### Pin placement, run 1

Pins as bars across the die edge, other pins in grey.
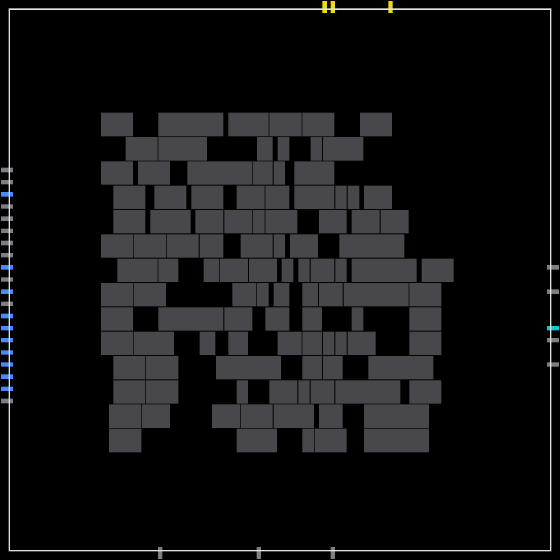
### Clock wiring as the flow saved it, run 1

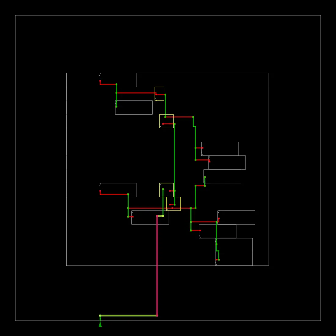
### Wiring by layer, run 1

Two of the layers only.
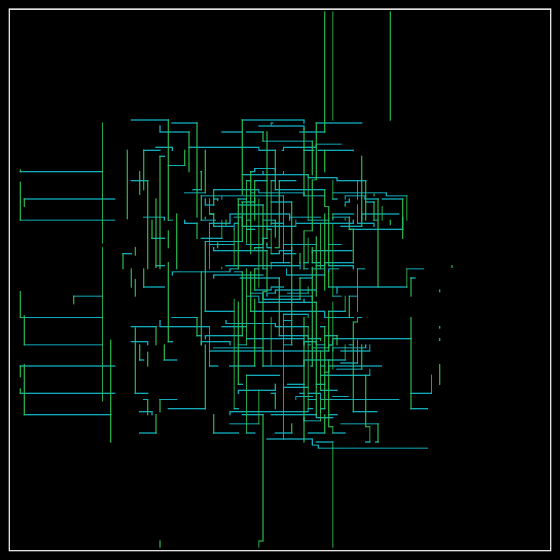
$ cat config.mk
export PLATFORM = sky130hd
export DESIGN_NAME = fade_sequencer
export DESIGN_NICKNAME = d
export VERILOG_FILES = /design/src/rtl/fade_sequencer.sv
export SDC_FILE = /design/constraint.sdc
export NUM_CORES = 1
export LEC_CHECK = 0
export CAP_MARGIN = 25
export CORE_MARGIN = 10
export CORE_UTILIZATION = 43
export CTS_CLUSTER_SIZE = 30
export DETAILED_ROUTE_END_ITERATION = 8
export PLACE_DENSITY = 0.82
export SLEW_MARGIN = 10
export SYNTH_ARGS = -nofsm -noshare
export SYNTH_HDL_FRONTEND = slang
export SYNTH_SLANG_ARGS = --single-unit
$ cat constraint.sdc
create_clock -name iclk -period 5.02 [get_ports iclk]
set_clock_uncertainty 0.2 [all_clocks]
set_input_delay 0.753 -clock iclk [delete_from_list [all_inputs] [get_ports iclk]]
set_output_delay 0.753 -clock iclk [all_outputs]
set_load 0.005 [all_outputs]
$ cat src/rtl/fade_sequencer.sv
// Blend-weight fade sequencer: ramps a 3-bit weight one step every FRAMES_PER_STEP
// frame ticks. Optional macro FADE_AUTO_RETURN_EN enables timed return from HOLD_B.
module fade_sequencer #(
  parameter int unsigned FRAMES_PER_STEP = 8,
  parameter int unsigned FRAME_Y         = 480,
  parameter int unsigned HOLD_FRAMES     = 120
) (
  input  logic       iclk,
  input  logic       irst,
  input  logic       istart,
  input  logic [9:0] inow_x,
  input  logic [9:0] inow_y,
  output logic [2:0] oTrans,
  output logic       oSlt,
  output logic       oBusy,
  output logic       oDone,
  output logic [1:0] oState
);

  localparam int unsigned CW = (FRAMES_PER_STEP > 1) ? $clog2(FRAMES_PER_STEP) : 1;
  localparam int unsigned HW = (HOLD_FRAMES > 1) ? $clog2(HOLD_FRAMES) : 1;
  localparam logic [CW-1:0] CNT_LAST = CW'(FRAMES_PER_STEP - 1);

  if ((FRAMES_PER_STEP == 0) || (HOLD_FRAMES == 0)) begin : g_param_check
    $error("fade_sequencer: FRAMES_PER_STEP and HOLD_FRAMES must be >= 1");
  end

  typedef enum logic [1:0] {
    IDLE_A    = 2'd0,
    RAMP_UP   = 2'd1,
    HOLD_B    = 2'd2,
    RAMP_DOWN = 2'd3
  } state_t;

  state_t        r_state;
  state_t        w_state_nxt;
  logic [2:0]    r_trans;
  logic [2:0]    w_trans_nxt;
  logic          r_slt;
  logic          r_busy;
  logic          r_done;
  logic          w_done_nxt;
  logic          r_match_d;
  logic [CW-1:0] r_cnt;
  logic [CW-1:0] w_cnt_nxt;
  logic          w_match;
  logic          w_tick;
  logic          w_step;

  // One tick per frame: rising edge of the blanking-line coordinate match
  assign w_match = (inow_x == 10'd0) && (inow_y == 10'(FRAME_Y));
  assign w_tick  = w_match & ~r_match_d;
  assign w_step  = w_tick && (r_cnt == CNT_LAST);

`ifdef FADE_AUTO_RETURN_EN
  localparam logic [HW-1:0] HOLD_LAST = HW'(HOLD_FRAMES - 1);
  logic [HW-1:0] r_hold;
  logic [HW-1:0] w_hold_nxt;
`endif

  always_comb begin
    w_state_nxt = r_state;
    w_trans_nxt = r_trans;
    w_done_nxt  = 1'b0;
    w_cnt_nxt   = r_cnt;
`ifdef FADE_AUTO_RETURN_EN
    w_hold_nxt  = r_hold;
`endif
    if (w_tick) begin
      w_cnt_nxt = w_step ? '0 : CW'(r_cnt + 1'b1);
    end
    case (r_state)
      IDLE_A: begin
        w_trans_nxt = 3'd0;
        if (istart) w_state_nxt = RAMP_UP;
      end
      RAMP_UP: begin
        if (istart) begin
          w_state_nxt = RAMP_DOWN;
        end else if (w_step) begin
          if (r_trans >= 3'd6) begin
            w_trans_nxt = 3'd7;
            w_state_nxt = HOLD_B;
            w_done_nxt  = 1'b1;
`ifdef FADE_AUTO_RETURN_EN
            w_hold_nxt  = '0;
`endif
          end else begin
            w_trans_nxt = r_trans + 3'd1;
          end
        end
      end
      HOLD_B: begin
        w_trans_nxt = 3'd7;
        if (istart) begin
          w_state_nxt = RAMP_DOWN;
        end
`ifdef FADE_AUTO_RETURN_EN
        // Timed return behaves exactly like an istart in HOLD_B
        else if (w_tick) begin
          if (r_hold == HOLD_LAST) begin
            w_state_nxt = RAMP_DOWN;
            w_cnt_nxt   = '0;
          end else begin
            w_hold_nxt  = HW'(r_hold + 1'b1);
          end
        end
`endif
      end
      RAMP_DOWN: begin
        if (istart) begin
          w_state_nxt = RAMP_UP;
        end else if (w_step) begin
          if (r_trans <= 3'd1) begin
            w_trans_nxt = 3'd0;
            w_state_nxt = IDLE_A;
            w_done_nxt  = 1'b1;
          end else begin
            w_trans_nxt = r_trans - 3'd1;
          end
        end
      end
      default: w_state_nxt = IDLE_A;
    endcase
    // istart wins over a coincident step and restarts the frame count
    if (istart) w_cnt_nxt = '0;
  end

  always_ff @(posedge iclk) begin
    if (irst) begin
      r_state   <= IDLE_A;
      r_trans   <= 3'd0;
      r_slt     <= 1'b1;
      r_busy    <= 1'b0;
      r_done    <= 1'b0;
      r_match_d <= 1'b0;
      r_cnt     <= '0;
`ifdef FADE_AUTO_RETURN_EN
      r_hold    <= '0;
`endif
    end else begin
      r_state   <= w_state_nxt;
      r_trans   <= w_trans_nxt;
      r_slt     <= (w_state_nxt == IDLE_A);
      r_busy    <= (w_state_nxt == RAMP_UP) || (w_state_nxt == RAMP_DOWN);
      r_done    <= w_done_nxt;
      r_match_d <= w_match;
      r_cnt     <= w_cnt_nxt;
`ifdef FADE_AUTO_RETURN_EN
      r_hold    <= w_hold_nxt;
`endif
    end
  end

  assign oTrans = r_trans;
  assign oSlt   = r_slt;
  assign oBusy  = r_busy;
  assign oDone  = r_done;
  assign oState = r_state;

endmodule

==> results.yml, run 1 <==
# synthesis and place-and-route metrics
timing:
  fin_crit_sh: 0.573
  tightest_slew_ns: 0.868
  slew_headroom: 0.413
  max_freq_mhz: 347
  setup_viol: 0
  fin_crit_ns: 2.88
  rsz0062_at_grt: "false"
critical_path:
  crit_start: "inow_x[9]"
  crit_chain: "clkdlybuf4s50_1, nor4b_2, nand4_1, o41ai_1, o2111ai_1, o211a_1"
  path_class: "input pin to register"
  end_kind: "register"
  start_kind: "input pin"
  slowest_delay_ns: 0.76
  arrival_ns: 2.84
  worstPathMaxFanout: 6
  r2r_start: "r_cnt[0]$_SDFFE_PP0P_"
die:
  dieArea_sq_um: 3650
  placeableCoreArea_sq_um: 1520
  fp-row-count: 14
  dieHeight_um: 60.4
synthesis:
  ys_async_sr_fraction: 0
  top_cells_by_area: "dfxtp_1 31%, ha_1 11%, nor4_2 5.3%"
  yosys_cells: 77
  synth_cell_types: 36
  synth_top_cell_by_count: "dfxtp_1"
  ys.flop_type: "dfxtp_1"
  fp_nets: 106
  ys_warn_count: 0
  synth-edff-count: 0
  top_cell_area_share: 0.314
  syn-instance-count: 77
  ys_ff: 11
job:
  cap_violations: 0
power_and_ir_drop:
  p_switching_w: 0.0000525
  top_power_group: "sequential cells"
  clkPwrFrac: 0.306
  leakage_nw: 0.372
run_status:
  status: "complete, no violations"
drt:
  drc: 0
  dr.pass1.iters: 4
  m1WireLength_um: 701
  drt_iter0_drc: 29
  wl_met2_um: 799
  viasPerCell: 5.93
  drtAntennaViolNets: 0
clocking:
  cts_tree: "done"
  numClockSinks: 11
  clk_path_buf_depth: 2
  hold_buffers: 0
  root_buffer: "clkbuf_4"
  cts.clk_slew.worst_paths_ns: 0.08
  cts_buffers: 3
cells_and_area:
  largestClassByArea: "multi-input combinational cells"
  register_area_sq_um: 220
  fin_util: 0.676
  design_area_sq_um: 1030
  lay_top_cells: "30 x clkdlybuf4s50_1, 11 x dfxtp_1, 7 x nor2_1"
  comb-cell-share: 0.434
  comb_area_sq_um: 447
  nFillCells: 132
  num-multi-input-gates: 58
  syn2layout_area_growth_pct: 46.7
  final-instance-count-excl-fill: 123
placed_design:
  gp_congestion: 0.789
  dp.cells: 119
  placedInstanceArea_sq_um: 1000
  post-place-ws_ns: 1.86
  hpwl_mm: 1.54
global_routing:
  met2_usage: 0.160
  met1_usage: 0.110
  met3_usage: 0.0605
  antenna_found_initial: 0
## Picture notes: 'Pin placement'
inow_y: drawn in blue, pins 10, direction input, edge west. oBusy: drawn in cyan, pins 1, direction output, edge east. oTrans: drawn in yellow, pins 3, direction output, edge north.

## Picture notes: 'Clock wiring as the flow saved it'
clk pwr: 0.0000617 W
num sequential: 11
clock buffers: 3

## Picture notes: 'Wiring by layer'
met1: drawn in cyan, wire length 702 um. met2: drawn in green, wire length 800 um.
Avg WL per Cell: 15.0 um
via count: 729
GRT Total Usage: 0.103

[run 1: path summary, 6_finish.rpt]
| path | endpoint | slack [ns] | cells past startpoint |
|---|---|---|---|
| min | r_cnt[2]$_SDFFE_PP0P_ | 0.28 | 2 |
| max | oTrans[0]$_SDFFE_PP0P_ | 2.14 | 6 |
| max reg2reg | oTrans[0]$_SDFFE_PP0P_ | 2.61 | 6 |
| min reg2reg | r_cnt[2]$_SDFFE_PP0P_ | 0.28 | 2 |
[run 1: kinds of logic (layout without fill, tap and decap cells)]
logic type               Yosys count  after routing  synth area share
AND/OR/NAND/NOR                   33             33             0.301
AND-OR/OR-AND                     19             19             0.228
adder cells (fa/ha/maj)            6              6             0.107
buffers and inverters              8             38            0.0499
flip-flops                        11             11             0.314
==> run 2: changes to the inputs <==
--- a/config.mk
+++ b/config.mk
@@ -7,10 +7,10 @@
 export LEC_CHECK = 0
 export CAP_MARGIN = 25
 export CORE_MARGIN = 10
-export CORE_UTILIZATION = 43
+export CORE_UTILIZATION = 40
 export CTS_CLUSTER_SIZE = 30
 export DETAILED_ROUTE_END_ITERATION = 8
-export PLACE_DENSITY = 0.82
+export PLACE_DENSITY = 0.77
 export SLEW_MARGIN = 10
 export SYNTH_ARGS = -nofsm -noshare
 export SYNTH_HDL_FRONTEND = slang
==> constraint.sdc (replaced) <==
create_clock -name iclk -period 2.86 [get_ports iclk]
set_clock_uncertainty 0.2 [all_clocks]
set_input_delay 0.429 -clock iclk [delete_from_list [all_inputs] [get_ports iclk]]
set_output_delay 0.429 -clock iclk [all_outputs]
set_load 0.005 [all_outputs]
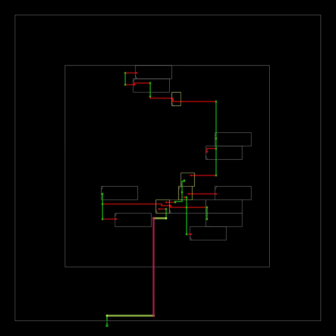
*Clock wiring as the flow saved it, run 2*
total CTS buffers: 3
Latency at later pin: 0.26 ns

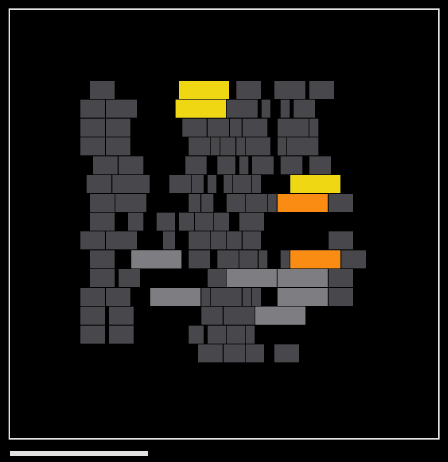
*Sequential cells grouped by signal name, run 2*
Bar = 20 um. Other sequential cells in the stronger grey, the rest of the logic in the fainter grey.
oState: drawn in orange, flops 2. oTrans: drawn in yellow, flops 3.
Another 6 sequential cells are not coloured.
flop share of the area: 0.211
Reg area: 220 sq um

==> run 2 against run 1 <==
Compared with the run above: die area increased by 5.0%; combinational power increased by 81%; sequential share of layout area decreased by 0.33 points; largest power group unchanged; setup slack got worse by 1.6 ns; routed wire length decreased by 4.0%; non-clock buffer count increased by 2; clock power increased by 69%; final cell count increased by 2.4%; sequential power increased by 76%.
==> results.yml, run 2 <==
# synthesis and place-and-route metrics
job:
  warnings: 29
  cap_violations: 0
synthesis:
  top_cell_area_share: 0.314
  common_cells: "11 x dfxtp_1, 7 x nor2_1, 6 x ha_1, 6 x nand2_1, 4 x inv_1"
  fp_nets: 106
  synth-edff-count: 0
  topCombFamilyByArea: "simple AND/OR/NAND/NOR gates"
  ys_async_sr_fraction: 0
  yosys_area_sq_um: 702
  mux_share: 0
  syn-instance-count: 77
  yosysTopAreaCell: "dfxtp_1"
  ys_ff: 11
  synth_cell_types: 36
  synth_area_sq_um: 702
  ys_sh_xor: 0
  ys_sh_adder: 0.107
  synth.avg_cell_area_sq_um: 9.12
  yosys_cells: 77
  synth_seq_share: 0.314
  simple_gate_share: 0.301
  synth_top_cell_by_count: "dfxtp_1"
  top_cells_by_area: "dfxtp_1 31%, ha_1 11%, nor4_2 5.3%"
  ys.flop_type: "dfxtp_1"
  ys_sh_aoi: 0.228
  ys_warn_count: 0
critical_path:
  regToRegSetupSlack_ns: 0.82
  worstPathMaxFanout: 8
  r2r_start: "r_cnt[0]$_SDFFE_PP0P_"
  worstRegToRegCells: 6
  reg2reg_to: "oSlt$_SDFF_PP1_"
  crit_required_ns: 2.83
  crit_end: "r_cnt[1]$_SDFFE_PP0P_"
  slowest_stage: "or3_1"
  crit_start: "inow_y[0]"
  start_kind: "input pin"
  arrival_ns: 2.32
  path_class: "input pin to register"
  end_kind: "register"
  crit_chain: "clkdlybuf4s50_1, nor4_2, nand4_1, or3_1, or3b_1, a211oi_1"
  slowest_delay_ns: 0.44
power_and_ir_drop:
  powerComb_w: 0.0000812
  clkPwrFrac: 0.296
  pg_clk_w: 0.000104
  p_sw_frac: 0.253
  power_frac_comb: 0.231
  power_w: 0.000352
  ir_drop_mv: 0.257
  top_power_group: "sequential cells"
  power.density_nw_per_um2: 336
  seq-power_w: 0.000167
  sequentialPowerShare: 0.474
  leakage_nw: 0.381
  p_switching_w: 0.0000889
  p_int_w: 0.000263
cells_and_area:
  comb_area_sq_um: 447
  comb-cell-share: 0.427
  n_sequential_cell: 11
  design_area_sq_um: 1050
  nNonClkInverters: 4
  largestClassByArea: "multi-input combinational cells"
  layout.nonclk_buf_frac: 0.301
  clock_area_frac: 0.0263
  final-instance-count-excl-fill: 126
  layout.nets: 139
  num-multi-input-gates: 58
  layout_top_cell: "clkdlybuf4s50_1"
  signal_buffers: 32
  syn2layout_area_growth_pct: 49.0
  lay_top_cells: "30 x clkdlybuf4s50_1, 11 x dfxtp_1, 7 x nor2_1"
  nClkBuffers: 3
  diodes: 0
  fin_util: 0.619
  nFillCells: 147
  drive_gt1_frac: 0.128
die:
  fp_util: 0.416
  placeableCoreArea_sq_um: 1690
  fp-row-count: 15
  dieArea_sq_um: 3830
  tap_cells: 17
  io_pins: 31
  die_w_um: 61.9
  dieHeight_um: 61.9
timing:
  hold-worst-slack_ns: 0.275
  rsz0062_at_grt: "false"
  tightest_slew_ns: 0.376
  finalHoldViolations: 0
  finalWorstSetupSlack_ns: 0.511
  max_freq_mhz: 426
  tns_ns: 0
  final_max_slew_viol_count: 0
  setup_viol: 0
  fin_crit_sh: 0.821
  fin_crit_ns: 2.35
  slew_headroom: 0.749
placed_design:
  dp.cells: 122
  port_buffers: 30
  post-place-ws_ns: 0.197
  gp_congestion: 0.830
  hpwl_mm: 1.53
  placedInstanceArea_sq_um: 1020
global_routing:
  grt_pass1_vias: 682
  grt_pass1_wl_mm: 2.98
  overflow: 0
  antenna_found_initial: 0
  grt_max_degree: 13
  track_usage: 0.101
hold_path:
  whs_endpoint: "r_cnt[2]$_SDFFE_PP0P_"
  min_path_type: "register to register"
  hold_depth: 2
  worstHoldStart: "r_cnt[2]$_SDFFE_PP0P_"
clocking:
  post_cts_buffers: 0
  cts_tree: "done"
  numClockSinks: 11
  ctsResizeCount: 0
  hold_buffers: 0
  clk_path_buf_depth: 2
  root_buffer: "clkbuf_4"
  cts.clk_slew.worst_paths_ns: 0.07
  htreeDepth: 1
drt:
  drc: 0
  num_vias: 742
  dr.pass1.iters: 4
  drtAntennaViolNets: 0
  wirelength_mm: 1.77
  routedWlPerCell_um: 14.1
  viasPerCell: 5.89
  drt_iter0_drc: 17
run_status:
  status: "complete, no violations"
## run 2: cell counts after synthesis
No cell type changed its count.
## run 2: cell families (layout without fill, tap and decap cells)
family          Yosys count  in the layout
simple gates             33             33
buf+inv                   8             40
fa+ha+maj                 6              6
flops                    11             11
compound gates           19             19
## run 2: worst max-delay path: cells and delay by family
| kind | cells | cell delay, ns |
|---|---|---|
| simple gates | 4 | 1.25 |
| buf+inv | 1 | 0.41 |
| compound gates | 1 | 0.23 |
## run 2: metal layers
metal / vias up / routed length [um] / part of all wire / global-route usage
met4: 0 / 19 / 0.011 / 0.0382
met1: 337 / 733 / 0.41 / 0.115
met5: - / 0 / 0 / 0
met3: 2 / 213 / 0.12 / 0.0407
li1: 359 / - / - / -
met2: 44 / 805 / 0.45 / 0.165
No activity file was given, so power comes from the tool's default toggle rates.
